$ cat src/rtl/cpu_cu_if.sv
`default_nettype none
// ============================================================================
//  Module      : cpu_cu_if
//  Description : Control/status bundle between the RISC16 control unit and
//                the execution unit / memory side.
//  Revision    : 1.0 - initial release
// ============================================================================
interface cpu_cu_if #(
    parameter int DW = 16
);
    logic [DW-1:0] ir;
    logic          zero;
    logic          neg;
    logic          mem_ready;
    logic          ir_ld;
    logic          pc_inc;
    logic          pc_ld;
    logic          we;
    logic          s_sel;
    logic          addr_sel;
    logic          mem_rd;
    logic          mem_wr;
    logic [3:0]    alu_op;
    logic          halted;
    logic          bus_err;
    logic          illegal;
    logic [15:0]   retire_cnt;

    modport master (
        input  ir, zero, neg, mem_ready,
        output ir_ld, pc_inc, pc_ld, we, s_sel, addr_sel, mem_rd, mem_wr,
               alu_op, halted, bus_err, illegal, retire_cnt
    );

    modport slave (
        output ir, zero, neg, mem_ready,
        input  ir_ld, pc_inc, pc_ld, we, s_sel, addr_sel, mem_rd, mem_wr,
               alu_op, halted, bus_err, illegal, retire_cnt
    );
endinterface
`default_nettype wire

$ cat src/rtl/cpu_cu.sv
`default_nettype none
// ============================================================================
//  Module      : cpu_cu
//  Description : RISC16 control unit - fetch/decode/execute/memory sequencer
//                with memory handshake, bus timeout and retire counter.
//  Revision    : 1.0 - initial release
// ============================================================================
module cpu_cu #(
    parameter int DW      = 16,
    parameter int TIMEOUT = 15
) (
    input  wire logic clk,
    input  wire logic rst,
    cpu_cu_if.master  bus
);
    typedef enum logic [2:0] {
        S_RST    = 3'd0,
        S_FETCH  = 3'd1,
        S_DECODE = 3'd2,
        S_EXEC   = 3'd3,
        S_MEM_RD = 3'd4,
        S_MEM_WR = 3'd5,
        S_HALT   = 3'd6
    } state_t;

    localparam logic [3:0] c_OP_NOP = 4'h0;
    localparam logic [3:0] c_OP_SHR = 4'h8;
    localparam logic [3:0] c_OP_LD  = 4'h9;
    localparam logic [3:0] c_OP_ST  = 4'hA;
    localparam logic [3:0] c_OP_JMP = 4'hB;
    localparam logic [3:0] c_OP_BZ  = 4'hC;
    localparam logic [3:0] c_OP_BN  = 4'hD;
    localparam logic [3:0] c_OP_RSV = 4'hE;
    localparam logic [3:0] c_OP_HLT = 4'hF;
    // Last wait-cycle index: a miss here means TIMEOUT cycles have gone unanswered.
    localparam logic [7:0] c_WAIT_LAST = 8'(TIMEOUT - 1);

    state_t      r_state;
    state_t      w_next_state;
    logic [7:0]  r_wait;
    logic [15:0] r_retire_cnt;
    logic        r_bus_err;
    logic        w_retire;
    logic        w_timeout;
    logic [3:0]  w_opcode;
    logic        w_wait_state;
    logic        w_unused;

    assign w_opcode     = bus.ir[DW-1 -: 4];
    assign w_unused     = ^bus.ir[DW-5:0];
    assign w_wait_state = (r_state == S_FETCH) || (r_state == S_MEM_RD) ||
                          (r_state == S_MEM_WR);

    always_ff @(posedge clk or posedge rst) begin
        if (rst) begin
            r_state      <= S_RST;
            r_wait       <= 8'd0;
            r_retire_cnt <= 16'd0;
            r_bus_err    <= 1'b0;
        end else begin
            r_state <= w_next_state;
            if (w_next_state != r_state)
                r_wait <= 8'd0;
            else if (w_wait_state && !bus.mem_ready)
                r_wait <= r_wait + 8'd1;
            if (w_retire)
                r_retire_cnt <= r_retire_cnt + 16'd1;
            if (w_timeout)
                r_bus_err <= 1'b1;
        end
    end

    always_comb begin
        w_next_state = r_state;
        w_retire     = 1'b0;
        w_timeout    = 1'b0;
        bus.ir_ld    = 1'b0;
        bus.pc_inc   = 1'b0;
        bus.pc_ld    = 1'b0;
        bus.we       = 1'b0;
        bus.s_sel    = 1'b0;
        bus.addr_sel = 1'b0;
        bus.mem_rd   = 1'b0;
        bus.mem_wr   = 1'b0;
        bus.alu_op   = 4'h0;
        bus.illegal  = 1'b0;

        case (r_state)
            S_RST: w_next_state = S_FETCH;

            S_FETCH: begin
                if (bus.mem_ready) begin
                    bus.mem_rd   = 1'b1;
                    bus.ir_ld    = 1'b1;
                    bus.pc_inc   = 1'b1;
                    w_next_state = S_DECODE;
                end else if (r_wait == c_WAIT_LAST) begin
                    w_timeout    = 1'b1;
                    w_next_state = S_HALT;
                end else begin
                    bus.mem_rd   = 1'b1;
                end
            end

            S_DECODE: begin
                case (w_opcode)
                    c_OP_LD:  w_next_state = S_MEM_RD;
                    c_OP_ST:  w_next_state = S_MEM_WR;
                    c_OP_HLT: begin
                        w_next_state = S_HALT;
                        w_retire     = 1'b1;
                    end
                    default:  w_next_state = S_EXEC;
                endcase
            end

            S_EXEC: begin
                bus.alu_op   = w_opcode;
                w_next_state = S_FETCH;
                w_retire     = 1'b1;
                if (w_opcode != c_OP_NOP && w_opcode <= c_OP_SHR)
                    bus.we = 1'b1;
                case (w_opcode)
                    c_OP_JMP: bus.pc_ld   = 1'b1;
                    c_OP_BZ:  bus.pc_ld   = bus.zero;
                    c_OP_BN:  bus.pc_ld   = bus.neg;
                    c_OP_RSV: bus.illegal = 1'b1;
                    default:  ;
                endcase
            end

            S_MEM_RD: begin
                if (bus.mem_ready) begin
                    bus.addr_sel = 1'b1;
                    bus.mem_rd   = 1'b1;
                    bus.we       = 1'b1;
                    bus.s_sel    = 1'b1;
                    w_retire     = 1'b1;
                    w_next_state = S_FETCH;
                end else if (r_wait == c_WAIT_LAST) begin
                    w_timeout    = 1'b1;
                    w_next_state = S_HALT;
                end else begin
                    bus.addr_sel = 1'b1;
                    bus.mem_rd   = 1'b1;
                end
            end

            S_MEM_WR: begin
                if (bus.mem_ready) begin
                    bus.addr_sel = 1'b1;
                    bus.mem_wr   = 1'b1;
                    w_retire     = 1'b1;
                    w_next_state = S_FETCH;
                end else if (r_wait == c_WAIT_LAST) begin
                    w_timeout    = 1'b1;
                    w_next_state = S_HALT;
                end else begin
                    bus.addr_sel = 1'b1;
                    bus.mem_wr   = 1'b1;
                end
            end

            S_HALT:  w_next_state = S_HALT;

            default: w_next_state = S_RST;
        endcase
    end

    assign bus.halted     = (r_state == S_HALT);
    assign bus.bus_err    = r_bus_err;
    assign bus.retire_cnt = r_retire_cnt;

endmodule
`default_nettype wire

$ cat src/flat_wrapper.sv
// flat-port wrapper written by rule: the top's interface ports become plain ports
module cpu_cu_flat 
#(
    parameter int DW      = 16,
    parameter int TIMEOUT = 15
)
  (clk, rst, bus_ir, bus_zero, bus_neg, bus_mem_ready, bus_ir_ld, bus_pc_inc, bus_pc_ld, bus_we, bus_s_sel, bus_addr_sel, bus_mem_rd, bus_mem_wr, bus_alu_op, bus_halted, bus_bus_err, bus_illegal, bus_retire_cnt);
  cpu_cu_if #(.DW(DW)) bus_i ();
  input  wire logic clk;
  input  wire logic rst;
  input wire logic [$bits(bus_i.ir)-1:0] bus_ir;
  input wire logic [$bits(bus_i.zero)-1:0] bus_zero;
  input wire logic [$bits(bus_i.neg)-1:0] bus_neg;
  input wire logic [$bits(bus_i.mem_ready)-1:0] bus_mem_ready;
  output wire logic [$bits(bus_i.ir_ld)-1:0] bus_ir_ld;
  output wire logic [$bits(bus_i.pc_inc)-1:0] bus_pc_inc;
  output wire logic [$bits(bus_i.pc_ld)-1:0] bus_pc_ld;
  output wire logic [$bits(bus_i.we)-1:0] bus_we;
  output wire logic [$bits(bus_i.s_sel)-1:0] bus_s_sel;
  output wire logic [$bits(bus_i.addr_sel)-1:0] bus_addr_sel;
  output wire logic [$bits(bus_i.mem_rd)-1:0] bus_mem_rd;
  output wire logic [$bits(bus_i.mem_wr)-1:0] bus_mem_wr;
  output wire logic [$bits(bus_i.alu_op)-1:0] bus_alu_op;
  output wire logic [$bits(bus_i.halted)-1:0] bus_halted;
  output wire logic [$bits(bus_i.bus_err)-1:0] bus_bus_err;
  output wire logic [$bits(bus_i.illegal)-1:0] bus_illegal;
  output wire logic [$bits(bus_i.retire_cnt)-1:0] bus_retire_cnt;
  assign bus_i.ir = bus_ir;
  assign bus_i.zero = bus_zero;
  assign bus_i.neg = bus_neg;
  assign bus_i.mem_ready = bus_mem_ready;
  assign bus_ir_ld = bus_i.ir_ld;
  assign bus_pc_inc = bus_i.pc_inc;
  assign bus_pc_ld = bus_i.pc_ld;
  assign bus_we = bus_i.we;
  assign bus_s_sel = bus_i.s_sel;
  assign bus_addr_sel = bus_i.addr_sel;
  assign bus_mem_rd = bus_i.mem_rd;
  assign bus_mem_wr = bus_i.mem_wr;
  assign bus_alu_op = bus_i.alu_op;
  assign bus_halted = bus_i.halted;
  assign bus_bus_err = bus_i.bus_err;
  assign bus_illegal = bus_i.illegal;
  assign bus_retire_cnt = bus_i.retire_cnt;
  cpu_cu #(.DW(DW), .TIMEOUT(TIMEOUT)) u_core (.clk(clk), .rst(rst), .bus(bus_i));
endmodule
$ cat config.mk
export PLATFORM = sky130hd
export DESIGN_NAME = cpu_cu_flat
export DESIGN_NICKNAME = d
export VERILOG_FILES = /design/src/rtl/cpu_cu_if.sv /design/src/rtl/cpu_cu.sv /design/src/flat_wrapper.sv
export SDC_FILE = /design/constraint.sdc
export NUM_CORES = 1
export LEC_CHECK = 0
export CORE_ASPECT_RATIO = 0.9
export CORE_MARGIN = 2
export CORE_UTILIZATION = 37
export CTS_CLUSTER_SIZE = 12
export DETAILED_ROUTE_END_ITERATION = 7
export GPL_ROUTABILITY_DRIVEN = 0
export PLACE_DENSITY = 0.65
export SYNTH_ARGS = -nofsm -noshare
export SYNTH_HDL_FRONTEND = slang
export SYNTH_SLANG_ARGS = --single-unit
export TNS_END_PERCENT = 1
$ cat constraint.sdc
create_clock -name clk -period 2.4 [get_ports clk]
set_input_delay 0.6 -clock clk [delete_from_list [all_inputs] [get_ports clk]]
set_output_delay 0.6 -clock clk [all_outputs]
set_load 0.02 [all_outputs]
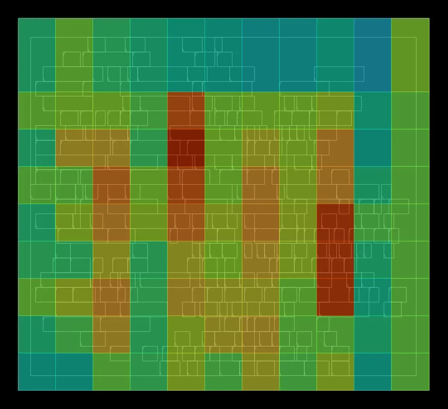
congestion.png
Finished Core Util: 0.560
met1 Use GR: 0.212
grt met3 use: 0.0313

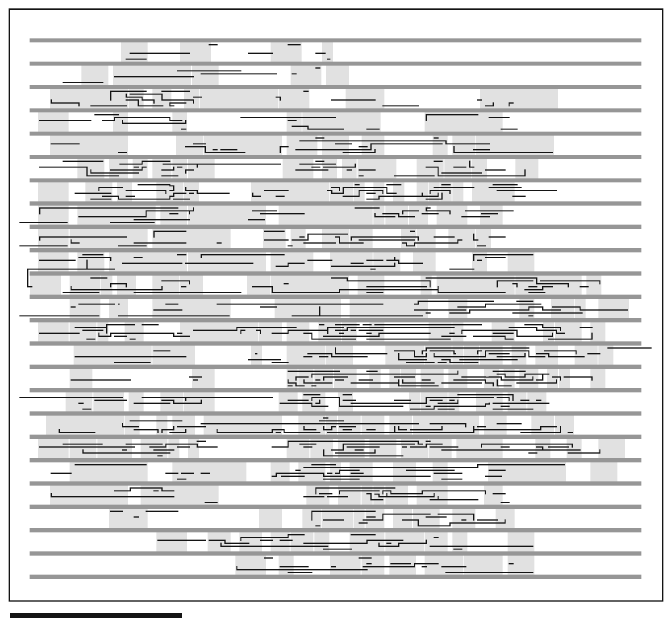
layer_met1.png
The bar under the picture is 20 µm long. Supply wires on this layer in grey.
The wires run mostly horizontal. The longest straight run is 25.3 µm. The layer holds 51% of the routed length.

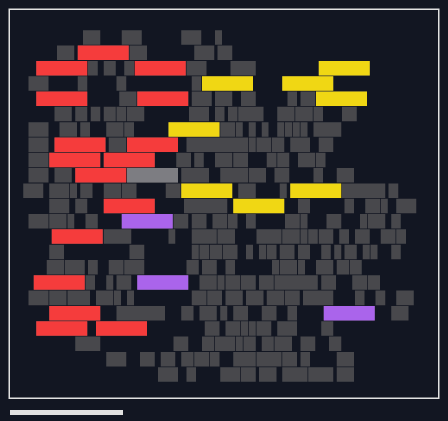
flops_by_reg.png
The bar under the picture is 20 µm long. Other sequential cells in the stronger grey, the rest of the logic in the fainter grey.
Key: purple = u_core.r_state [placed flops 3]; yellow = u_core.r_wait [placed flops 8]; red = u_core.bus.retire_cnt [placed flops 16]

==> results.json <==
{
  "leakage_uw": 0.00114,
  "p_seq_uw": 628,
  "seq_area_um2": 701,
  "comb_area_um2": 985,
  "holdBufCountCts": 0,
  "wl_um": 3990,
  "powerComb_uw": 961,
  "topRoutingLayerUsed": "met4",
  "violations": "setup timing",
  "inv_count": 7,
  "route.met2.wl_um": 1790,
  "hold_violations": 0,
  "clk_share": 0.0285,
  "yosys-stat-area_um2": 1730,
  "area_growth_pct": 44.7,
  "worstSetupEndpointType": "output pin",
  "post_cts_buffers": 0,
  "tns_ps": -241,
  "grt_pass1_vias": 1488,
  "clk_latency_ps": 270,
  "peakVddDrop_v": 0.000474,
  "fin_ws_ps": -84.2,
  "holdWs_ps": 473,
  "seq_share": 0.280,
  "nClkBuffers": 3,
  "endpoint": "bus_mem_rd",
  "cts_buffers": 3,
  "ys_sh_mux": 0.0130,
  "die_h_um": 68.8,
  "coreArea_um2": 4460,
  "min_delay_path_depth": 1,
  "fp_nets": 206,
  "ff_count": 28,
  "io_pins": 52,
  "synth_adder_area_share": 0.0290,
  "crit_buf_inv": 2,
  "numSynthFlops": 28,
  "ys_seq_frac": 0.406,
  "fp.dieW_um": 76.0,
  "final-setup-viol-count": 3,
  "nets": 280,
  "ys_sh_aoi": 0.0899,
  "layoutNonFillerInstCount": 316,
  "synthTopCellsByCount": "28 x dfrtp_1, 20 x xnor2_1, 15 x nand2_1, 14 x nor3_1, 11 x nor2_1",
  "fp_util": 0.387,
  "ys_types": 42,
  "path_class": "flop to output pin",
  "log.warning_count": 41,
  "start_kind": "flop",
  "dominant-cell-class": "logic gates",
  "area_leaders": "dfrtp_1 41%, xnor2_1 10%, nor3_1 4.1%",
  "grt.overflow.total": 0,
  "synth.largest_area_cell": "dfrtp_1",
  "worstPathMaxFanout": 4,
  "ys_top_logic_family": "simple AND/OR/NAND/NOR gates",
  "viasPerCell": 4.84,
  "vias": 1531,
  "drv_cap": 0,
  "xor_area_frac": 0.132,
  "status": "finished, violations left",
  "syn_area_um2": 1730,
  "dp_hpwl_um": 3010,
  "path_delay_family": "simple AND/OR/NAND/NOR gates",
  "hold_class": "flop to flop",
  "place_inst": 311,
  "syn_area_per_cell_um2": 9.54,
  "ctsResizeCount": 37,
  "p_sw_frac": 0.381,
  "htree_levels": 1,
  "critPathLaunch": "u_core.r_wait[0]",
  "cts_tree": "built",
  "final_area_um2": 2500,
  "final_cell_mix": "39 x buf_4, 28 x dfrtp_1, 22 x clkdlybuf4s50_1",
  "placed_cell_area_um2": 2440
}
